`config.mk`:
```
export PLATFORM = sky130hd
export DESIGN_NAME = cpu_muldiv_unit
export DESIGN_NICKNAME = d
export VERILOG_FILES = /design/src/rtl/cpu_muldiv_unit.sv
export SDC_FILE = /design/constraint.sdc
export NUM_CORES = 1
export LEC_CHECK = 0
export CORE_MARGIN = 5
export CORE_UTILIZATION = 45
export CTS_CLUSTER_SIZE = 20
export DETAILED_ROUTE_END_ITERATION = 8
export PLACE_DENSITY = 0.68
export SETUP_SLACK_MARGIN = 0.3
export SLEW_MARGIN = 10
export SYNTH_ARGS = -nofsm -noshare
export SYNTH_HDL_FRONTEND = slang
export SYNTH_SLANG_ARGS = --single-unit
```
`constraint.sdc`:
```
create_clock -name clk -period 4.1 [get_ports clk]
set_input_delay 0.615 -clock clk [delete_from_list [all_inputs] [get_ports clk]]
set_output_delay 0.615 -clock clk [all_outputs]
set_load 0.01 [all_outputs]
```
`src/rtl/cpu_muldiv_unit.sv`:
```
// ---------------------------------------------------------------------------
// cpu_muldiv_unit
//
// Iterative multiply/divide unit holding the MIPS HI/LO registers. Operands
// come straight from the register-file read ports; HI/LO feed MFHI/MFLO.
// A mul/div takes ITER clocks of shift-add / restoring-divide iteration
// plus one fix-up clock (sign correction and HI/LO write), so the result
// is visible 33 clocks after acceptance for XLEN=32.
//
// Optional feature: define MULDIV_MADD_EN to enable MADDU/MADD (op 110/111),
// which add the product into the pre-op {hi,lo}. Without it those opcodes
// are ignored.
//
// Ports:
//   clk      in   clock, rising edge
//   reset    in   asynchronous, active-low reset
//   start    in   issue op this cycle (taken only when idle and not flushed)
//   op       in   000 MULTU 001 MULT 010 DIVU 011 DIV 100 MTHI 101 MTLO
//                 110 MADDU 111 MADD
//   rs_data  in   operand A (multiplicand / dividend / MT source)
//   rt_data  in   operand B (multiplier / divisor)
//   flush    in   synchronous abort of the in-flight op
//   busy     out  mul/div in flight; control stalls dependent instructions
//   done     out  one-cycle pulse after HI/LO were written by a mul/div
//   hi, lo   out  HI / LO registers
// ---------------------------------------------------------------------------
module cpu_muldiv_unit #(
    parameter int XLEN = 32,
    parameter int ITER = 32
) (
    input  logic            clk,
    input  logic            reset,
    input  logic            start,
    input  logic [2:0]      op,
    input  logic [XLEN-1:0] rs_data,
    input  logic [XLEN-1:0] rt_data,
    input  logic            flush,
    output logic            busy,
    output logic            done,
    output logic [XLEN-1:0] hi,
    output logic [XLEN-1:0] lo
);

    localparam int            CW       = $clog2(ITER);
    localparam logic [CW-1:0] CNT_LAST = CW'(ITER - 1);

    typedef enum logic [1:0] {S_IDLE, S_CALC, S_FIX} state_t;

    state_t              state_q, state_d;
    logic [CW-1:0]       cnt_q, cnt_d;
    logic [2*XLEN-1:0]   prod_q, prod_d;     // product, or {unused, dividend/quotient}
    logic [XLEN-1:0]     rem_q, rem_d;       // divide partial remainder
    logic [XLEN-1:0]     b_q, b_d;           // multiplicand / divisor magnitude
    logic                neg_q, neg_d;       // negate product / quotient in FIX
    logic                rem_neg_q, rem_neg_d;
    logic                div0_q, div0_d;
    logic                is_div_q, is_div_d;
    logic [XLEN-1:0]     hi_q, hi_d;
    logic [XLEN-1:0]     lo_q, lo_d;
    logic                done_q, done_d;
`ifdef MULDIV_MADD_EN
    logic                madd_q, madd_d;
`endif

    // ---------------- op decode / acceptance ----------------
    logic op_is_mt, op_is_div, op_is_calc, accept;
    logic a_neg, b_neg;
    logic [XLEN-1:0] mag_a, mag_b;

    assign op_is_mt  = (op[2:1] == 2'b10);
    assign op_is_div = (op[2:1] == 2'b01);
`ifdef MULDIV_MADD_EN
    assign op_is_calc = (op[2:1] != 2'b10);
`else
    assign op_is_calc = (op[2:1] == 2'b00) || op_is_div;
`endif
    assign accept = start && (state_q == S_IDLE) && !flush;

    // op[0] selects the signed variant for every mul/div/madd opcode.
    assign a_neg = op[0] && rs_data[XLEN-1];
    assign b_neg = op[0] && rt_data[XLEN-1];
    assign mag_a = a_neg ? -rs_data : rs_data;
    assign mag_b = b_neg ? -rt_data : rt_data;

    // ---------------- iteration datapath ----------------
    logic [XLEN:0]     mul_sum;
    logic [XLEN:0]     rem_shift;
    logic              div_ge;
    logic [XLEN-1:0]   div_diff;
    logic [2*XLEN-1:0] prod_fix;
    logic [XLEN-1:0]   quo_fix, rem_fix;

    assign mul_sum   = {1'b0, prod_q[2*XLEN-1:XLEN]}
                     + {1'b0, (prod_q[0] ? b_q : {XLEN{1'b0}})};
    assign rem_shift = {rem_q, prod_q[XLEN-1]};
    assign div_ge    = (rem_shift >= {1'b0, b_q});
    // Only used when div_ge, where the true difference fits in XLEN bits.
    assign div_diff  = rem_shift[XLEN-1:0] - b_q;

    assign prod_fix  = neg_q ? -prod_q : prod_q;
    // A zero divisor leaves the dividend as remainder and all-ones quotient;
    // forcing the quotient keeps signed divide-by-zero identical to unsigned.
    assign quo_fix   = div0_q ? {XLEN{1'b1}}
                              : (neg_q ? -prod_q[XLEN-1:0] : prod_q[XLEN-1:0]);
    assign rem_fix   = rem_neg_q ? -rem_q : rem_q;

    // ---------------- state register ----------------
    // NOTE: sequential state uses non-blocking assignments so every flop
    // samples the pre-edge values regardless of statement order.
    always_ff @(posedge clk or negedge reset) begin
        if (!reset) begin
            state_q   <= S_IDLE;
            cnt_q     <= '0;
            prod_q    <= '0;
            rem_q     <= '0;
            b_q       <= '0;
            neg_q     <= 1'b0;
            rem_neg_q <= 1'b0;
            div0_q    <= 1'b0;
            is_div_q  <= 1'b0;
            hi_q      <= '0;
            lo_q      <= '0;
            done_q    <= 1'b0;
`ifdef MULDIV_MADD_EN
            madd_q    <= 1'b0;
`endif
        end else begin
            state_q   <= state_d;
            cnt_q     <= cnt_d;
            prod_q    <= prod_d;
            rem_q     <= rem_d;
            b_q       <= b_d;
            neg_q     <= neg_d;
            rem_neg_q <= rem_neg_d;
            div0_q    <= div0_d;
            is_div_q  <= is_div_d;
            hi_q      <= hi_d;
            lo_q      <= lo_d;
            done_q    <= done_d;
`ifdef MULDIV_MADD_EN
            madd_q    <= madd_d;
`endif
        end
    end

    // ---------------- next-state logic ----------------
    // NOTE: every signal written in a combinational block gets a default
    // first, so no path leaves it unassigned and no latch is inferred.
    always_comb begin
        state_d = state_q;
        if (flush) begin
            state_d = S_IDLE;
        end else begin
            unique case (state_q)
                S_IDLE: if (accept && op_is_calc)  state_d = S_CALC;
                S_CALC: if (cnt_q == CNT_LAST)     state_d = S_FIX;
                S_FIX:                             state_d = S_IDLE;
                default:                           state_d = S_IDLE;
            endcase
        end
    end

    // ---------------- datapath next values ----------------
    always_comb begin
        cnt_d     = cnt_q;
        prod_d    = prod_q;
        rem_d     = rem_q;
        b_d       = b_q;
        neg_d     = neg_q;
        rem_neg_d = rem_neg_q;
        div0_d    = div0_q;
        is_div_d  = is_div_q;
        hi_d      = hi_q;
        lo_d      = lo_q;
        done_d    = 1'b0;
`ifdef MULDIV_MADD_EN
        madd_d    = madd_q;
`endif
        unique case (state_q)
            S_IDLE: begin
                if (accept && op_is_mt) begin
                    if (op[0]) lo_d = rs_data;
                    else       hi_d = rs_data;
                end else if (accept && op_is_calc) begin
                    cnt_d     = '0;
                    rem_d     = '0;
                    neg_d     = a_neg ^ b_neg;
                    rem_neg_d = a_neg;
                    div0_d    = (rt_data == '0);
                    is_div_d  = op_is_div;
`ifdef MULDIV_MADD_EN
                    madd_d    = op[2];
`endif
                    if (op_is_div) begin
                        prod_d = {{XLEN{1'b0}}, mag_a};
                        b_d    = mag_b;
                    end else begin
                        prod_d = {{XLEN{1'b0}}, mag_b};
                        b_d    = mag_a;
                    end
                end
            end
            S_CALC: begin
                cnt_d = cnt_q + CW'(1);
                if (is_div_q) begin
                    rem_d              = div_ge ? div_diff : rem_shift[XLEN-1:0];
                    prod_d[XLEN-1:0]   = {prod_q[XLEN-2:0], div_ge};
                end else begin
                    // Add multiplicand into the upper half when the current
                    // multiplier bit is set, then shift the whole register.
                    prod_d = {mul_sum, prod_q[XLEN-1:1]};
                end
            end
            S_FIX: begin
                if (!flush) begin
                    done_d = 1'b1;
                    if (is_div_q) begin
                        hi_d = rem_fix;
                        lo_d = quo_fix;
                    end else begin
`ifdef MULDIV_MADD_EN
                        if (madd_q) {hi_d, lo_d} = {hi_q, lo_q} + prod_fix;
                        else        {hi_d, lo_d} = prod_fix;
`else
                        {hi_d, lo_d} = prod_fix;
`endif
                    end
                end
            end
            default: ;
        endcase
    end

    // ---------------- outputs ----------------
    always_comb begin
        busy = (state_q != S_IDLE);
        done = done_q;
        hi   = hi_q;
        lo   = lo_q;
    end

endmodule

```
Figure 1. Zoomed window (run 1).
Window x 75 to 125, y 115 to 165 um. Cells in grey, sequential cells in the stronger grey; small squares are vias.
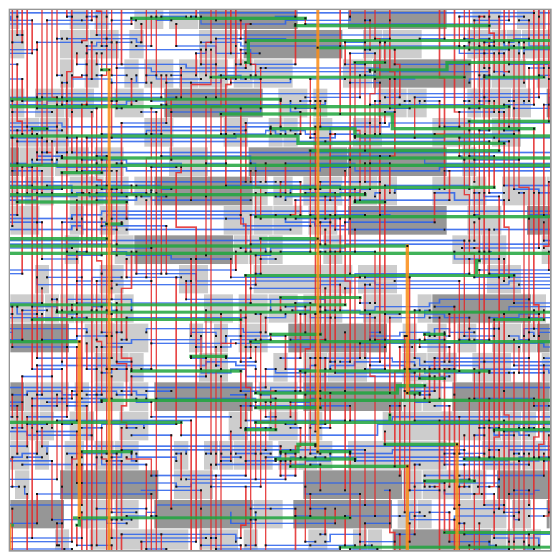
- blue: met1
- red: met2
- green: met3
- orange: met4
- netlist names of flops here include: prod_q (17), b_q (6)
- cells with their middle in the window: 205
- sequential cells in the window: 23
- most frequent: nand2_1 (30), nor2_1 (23), dfrtp_1 (23)

Figure 2. Sizing map (run 1).
Drawn at 1.5 px/um.
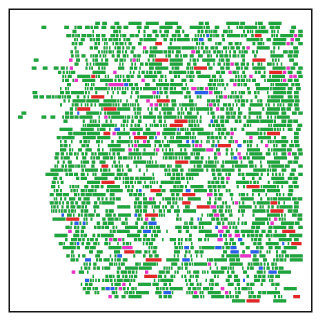
- green: drive 1 or less (cells 2003; share 93%; most used nand2_1)
- red: drive 6 and up (cells 36; share 1.7%; most used clkbuf_16)
- magenta: drive 3 to 4 (cells 79; share 3.7%; most used buf_4)
- blue: drive 2 (cells 44; share 2.0%; most used or2_2)
cell area after layout: 0.0192 sq mm
Layout area overhead: 17.5%
Final WS setup: 0.405 ns

Figure 3. Placement view (run 1).
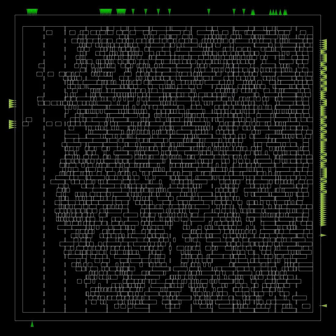
Core Region: 0.0357 sq mm
fraction of area in registers: 0.266
Fillers: 3358
non-filler instance count after layout: 2623
number of well taps: 461

Figure 4. Routed metal per tile (run 1).
Drawn at 2 px/um. The die is cut into 20 by 20 equal tiles; dark purple is low, yellow is high, scaled to the fullest tile. Values are wire area over tile area, all layers added.
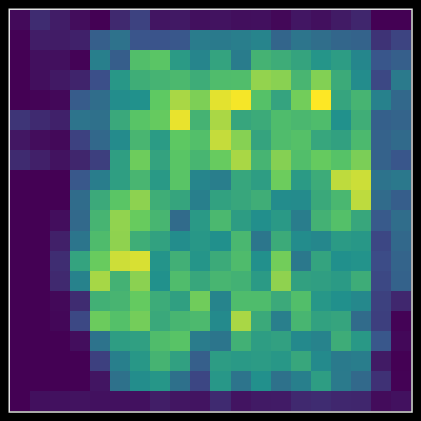
- mean over tiles: 0.25
- tiles over half the peak: 45%
- nearly empty tiles: 11%
- fullest tile: 0.61

==> flow_summary.ini, run 1 <==
; yosys + openroad results
[clock_network]
cts_root_buf = sky130_fd_sc_hd__clkbuf_16
clock_latency_ns = 0.53
post-cts-setup-buffer-count = 0

[die]
fp.dieW_um = 201
num_rows = 69

[grt]
grt_start_max_net_pins = 95
antenna_violations_before_repair = 0
gr-usage-all-layers = 0.287
gr-total-overflow = 0

[yosys]
synth.cellmix.compoundShare = 0.263
post_synth_xor_area_fraction = 0.109
synth.top_cells.by_area = sky130_fd_sc_hd__dfrtp_1 (31%), sky130_fd_sc_hd__xnor2_1 (6.0%), sky130_fd_sc_hd__o21ai_0 (5.8%), sky130_fd_sc_hd__nand2_1 (5.8%), sky130_fd_sc_hd__ha_1 (5.4%)
simple_gate_area_frac = 0.190
postSynth.asyncResetShare = 1.00
syn_area_sq_mm = 0.0164
postSynthSeqShare = 0.312
synthesis_warnings = 0

[timing]
worst-slew-pin-transition_ns = 1.22
max_clock_freq_mhz = 271
grt_setup_unrepaired = yes
final_max_slew_viol_count = 0

[critical_path]
rr_startpoint = rem_q[11]
endpoint_kind = register
most_repeated_library_cell_on_the_critical_path = sky130_fd_sc_hd__or4_1
worstSetupStartpointType = register
cell_with_the_biggest_individual_delay_on_the_critical_path = sky130_fd_sc_hd__or4_1
arrival_ns = 4.10
critPathTopFamily = simple AND/OR/NAND/NOR gates

[layout]
final_core_utilization = 0.538
clk_share = 0.0412
signal_buffers = 203
num-clock-buffers = 31
drive_above_1_share = 0.0735
mostFrequentLayoutCell = sky130_fd_sc_hd__nand2_1
design.seq.count = 204

[routing]
initialDrtViolationCount = 1783
postRouteAntennaNets = 0

[placed_design]
dp_hpwl_um = 47300
worst_slack_placed_ns = 0.213

[worst_hold_path]
hold_class = input port to asynchronous set/reset pin

[pwr]
p_comb_frac = 0.400
cellLeakagePower_uw = 0.00822
power_top_consumer = combinational cells
sequential_cell_power_uw = 3020

[run_status]
run_status = finished clean
## run 1: flip-flops by register name (all words and copies together), names as in the netlist
signal     count
div0_q         1
state_q        2
done           1
cnt_q          5
hi            32
neg_q          1
b_q           32
rem_neg_q      1
rem_q         32
lo            32
is_div_q       1
prod_q        64
## run 1: layer usage
metal / up-vias / track usage / share of wire
met5: - / 0 / 0
met4: 0 / 0.0966 / 0.037
met3: 102 / 0.0591 / 0.097
met2: 833 / 0.411 / 0.41
met1: 8009 / 0.430 / 0.45
li1: 7654 / - / -
==> run 1 -> run 2 <==
--- a/config.mk
+++ b/config.mk
@@ -10,4 +10,5 @@
 export CTS_CLUSTER_SIZE = 20
 export DETAILED_ROUTE_END_ITERATION = 8
+export MAX_ROUTING_LAYER = met4
 export PLACE_DENSITY = 0.68
 export SETUP_SLACK_MARGIN = 0.3
==> constraint.sdc (replaced) <==
create_clock -name clk -period 4.1 [get_ports clk]
set_input_delay 0.82 -clock clk [delete_from_list [all_inputs] [get_ports clk]]
set_output_delay 0.82 -clock clk [all_outputs]
set_load 0.01 [all_outputs]
Figure 5. Zoomed window (run 2).
Window x 75 to 125, y 115 to 165 um. Cells in grey, sequential cells in the stronger grey; small squares are vias.
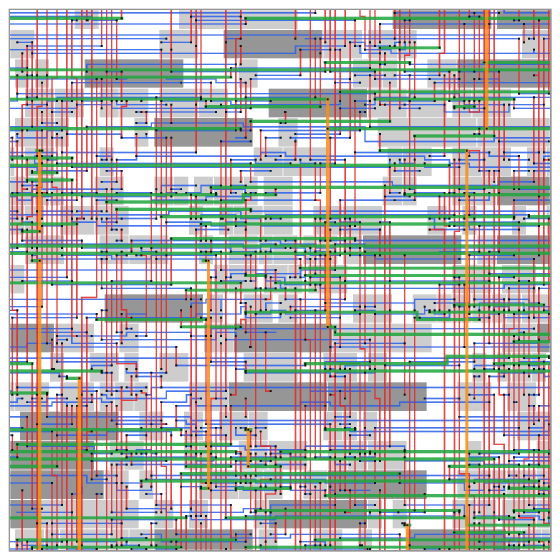
- green: met3
- red: met2
- blue: met1
- orange: met4
- netlist names of flops here include: prod_q (16), b_q (5)
- cells with their middle in the window: 192
- sequential cells in the window: 21
- most frequent: nand2_1 (26), nor2_1 (23), dfrtp_1 (21)

==> run 2 against run 1 <==
Against the previous run:
- via count rose by 0.93%
- flip-flop count did not move
- utilization rose by 0.51 points
- sequential share of layout area fell by 0.25 points
- first-iteration DRC count rose by 5.0%
- wire length rose by 2.3%
- synthesized cell count did not move
- critical path depth did not move
- count of clock-buffer cells in the layout rose by 3
- sequential power barely moved
- critical path type unchanged
==> flow_summary.ini, run 2 <==
; yosys + openroad results
[die]
fp.dieW_um = 201
placeableCoreArea_sq_mm = 0.0357
nWellTaps = 461

[layout]
instances_no_fill = 2642
area_delta_synth_final_pct = 18.6
signal_buffers = 222
cell_area_after_layout_sq_mm = 0.0194
num-clock-buffers = 34
design.seq.count = 204
clk_share = 0.0424

[grt]
grt_start_max_net_pins = 100

[critical_path]
most_repeated_library_cell_on_the_critical_path = sky130_fd_sc_hd__or4_4
endpoint_kind = register
critPathTopFamily = simple AND/OR/NAND/NOR gates
cell_with_the_biggest_individual_delay_on_the_critical_path = sky130_fd_sc_hd__or4_4

[timing]
max_clock_freq_mhz = 270
final_max_slew_viol_count = 0
final_ws_setup_ns = 0.401
grt_setup_unrepaired = no

[clock_network]
post-cts-setup-buffer-count = 0
cts_root_buf = sky130_fd_sc_hd__clkbuf_16
clock_latency_ns = 0.55

[placed_design]
worst_slack_placed_ns = 0.0000586
dp_hpwl_um = 48200

[routing]
postRouteAntennaNets = 0

[worst_hold_path]
hold_class = input port to asynchronous set/reset pin

[run_status]
run_status = finished clean

[yosys]
synth.top_cells.by_area = sky130_fd_sc_hd__dfrtp_1 (31%), sky130_fd_sc_hd__xnor2_1 (6.0%), sky130_fd_sc_hd__o21ai_0 (5.8%), sky130_fd_sc_hd__nand2_1 (5.8%), sky130_fd_sc_hd__ha_1 (5.4%)
synthesis_warnings = 0
Figure 6. Routed metal per tile (run 2).
Drawn at 2 px/um. The die is cut into 20 by 20 equal tiles; dark purple is low, yellow is high, scaled to the fullest tile. Values are wire area over tile area, all layers added.
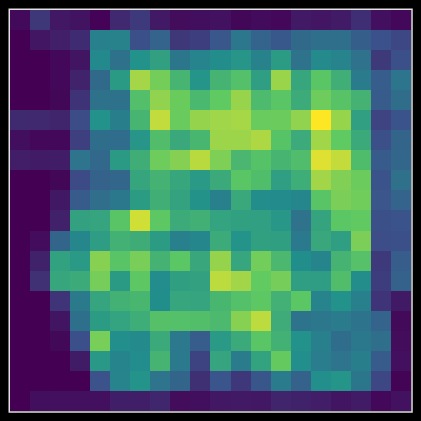
- nearly empty tiles: 8.5%
- tiles over half the peak: 44%
- emptiest ninth of the die: north-west
- densest ninth of the die: centre
- mean over tiles: 0.26
- fullest tile: 0.63
vias: 16800
routed wirelength normalized by instance count: 23.6 um
Global Route Usage Sum: 0.307
Routed WL: 62300 um

## run 2: cell counts after synthesis
Identical to the previous run, type by type.
## run 2: cell families after synthesis
family	count (synthesis)	share of synthesized area
xor gates and xnor gates	203	0.109
AOI/OAI and AO/OA	674	0.263
muxes	41	0.0252
buffers and inverters	194	0.0451
adders and majority gates	72	0.0560
and+or+nand+nor	661	0.190
DFF	204	0.312
## run 2: routing by layer
metal / share of wire / global-route usage / vias to the layer above / wire length, um
met5: 0 / - / - / 0
met4: 0.034 / 0.0919 / 0 / 2100
met3: 0.10 / 0.0530 / 111 / 6450
met2: 0.42 / 0.435 / 863 / 25900
met1: 0.45 / 0.450 / 8094 / 27800
li1: - / - / 7684 / -
==> run 2 -> run 3 <==
==> constraint.sdc (replaced) <==
create_clock -name clk -period 4.1 [get_ports clk]
set_input_delay 0.82 -clock clk [delete_from_list [all_inputs] [get_ports clk]]
set_output_delay 0.82 -clock clk [all_outputs]
set_load 0.05 [all_outputs]
Figure 7. Placement view (run 3).
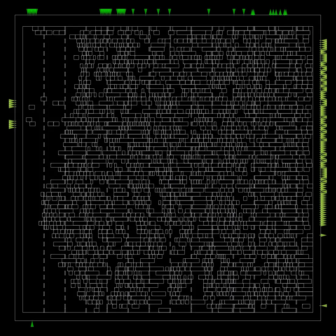
non-filler instance count after layout: 2642
Fillers: 3346
sequential cell count of the final layout: 204
fraction of area in registers: 0.263

==> run 3 against run 2 <==
Against the previous run:
- first-iteration DRC count is the same
- non-clock buffer count unchanged
- area after synthesis unchanged
- register-to-register slack barely moved
- sequential power barely moved
- via count stayed put
- synthesized cell count unchanged
- sequential share of layout area is the same
==> flow_summary.ini, run 3 <==
; yosys + openroad results
[run_status]
run_status = finished clean

[pwr]
netSwitchingFraction = 0.429
p_comb_frac = 0.430
cellLeakagePower_uw = 0.00831

[worst_hold_path]
hold_class = input port to asynchronous set/reset pin

[yosys]
synthesis_warnings = 0
syn_area_sq_mm = 0.0164
synth-main-ff-cell = sky130_fd_sc_hd__dfrtp_1
postSynth.asyncResetShare = 1.00
postSynthSeqShare = 0.312
synth.top_cells.by_area = sky130_fd_sc_hd__dfrtp_1 (31%), sky130_fd_sc_hd__xnor2_1 (6.0%), sky130_fd_sc_hd__o21ai_0 (5.8%), sky130_fd_sc_hd__nand2_1 (5.8%), sky130_fd_sc_hd__ha_1 (5.4%)

[timing]
final_max_slew_viol_count = 0
grt_setup_unrepaired = no
worst-slew-pin-transition_ns = 1.18
max_clock_freq_mhz = 270
final_ws_setup_ns = 0.401

[die]
fp.dieW_um = 201
num_rows = 69
placeableCoreArea_sq_mm = 0.0357

[grt]
gr-total-overflow = 0
gr-usage-all-layers = 0.307
grt_start_max_net_pins = 100

[clock_network]
cts_root_buf = sky130_fd_sc_hd__clkbuf_16

[critical_path]
endpoint_kind = register
worstSetupStartpointType = register
most_repeated_library_cell_on_the_critical_path = sky130_fd_sc_hd__or4_4
rr_startpoint = rem_q[12]

[routing]
initialDrtViolationCount = 1873
dr_total_vias = 16800
totalWireLength_um = 62300

[placed_design]
dp_hpwl_um = 48200
worst_slack_placed_ns = 0.0000586

[layout]
area_delta_synth_final_pct = 18.6
final_core_utilization = 0.543
largest_register_ffs = 64
max_flop_register = prod_q
Figure 8. PDN straps and rails (run 3).
Drawn at 2 px/um. Pins as bars on the die edge.
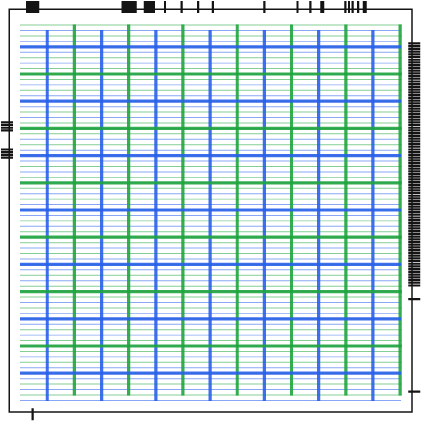
- green: VDD
- blue: VSS
- signal pins: 137
- met4 straps: 14
- rows: 69
- met5 straps: 13
- met1 rails: 70

## run 3: cell counts in the layout (fill, tap and decap cells not counted)
Identical to the previous run, type by type.
## run 3: cell type report
type                       count  area (sq um)  share of cell area
multi-input combinational   1651         10600               0.547
sequential                   204          5110               0.263
timing repair buffer         222          2050               0.106
clock buffer                  34           709              0.0366
tap                          461           577              0.0297
inverter                      60           225              0.0116
clock inverter                10           114             0.00587
## run 3: cells by family after synthesis
kind of cell	count (synthesis)	share of synthesized area
compound gates	674	0.263
xor+xnor	203	0.109
fa+ha+maj	72	0.0560
buf+inv	194	0.0451
flops	204	0.312
mux	41	0.0252
simple gates	661	0.190
## run 3: routing by layer
layer / global-route usage / routed length, um
met1: 0.450 / 27800
met2: 0.435 / 25900
met3: 0.0530 / 6450
met4: 0.0919 / 2100
met5: - / 0
Power is estimated from default activity; no workload was simulated.
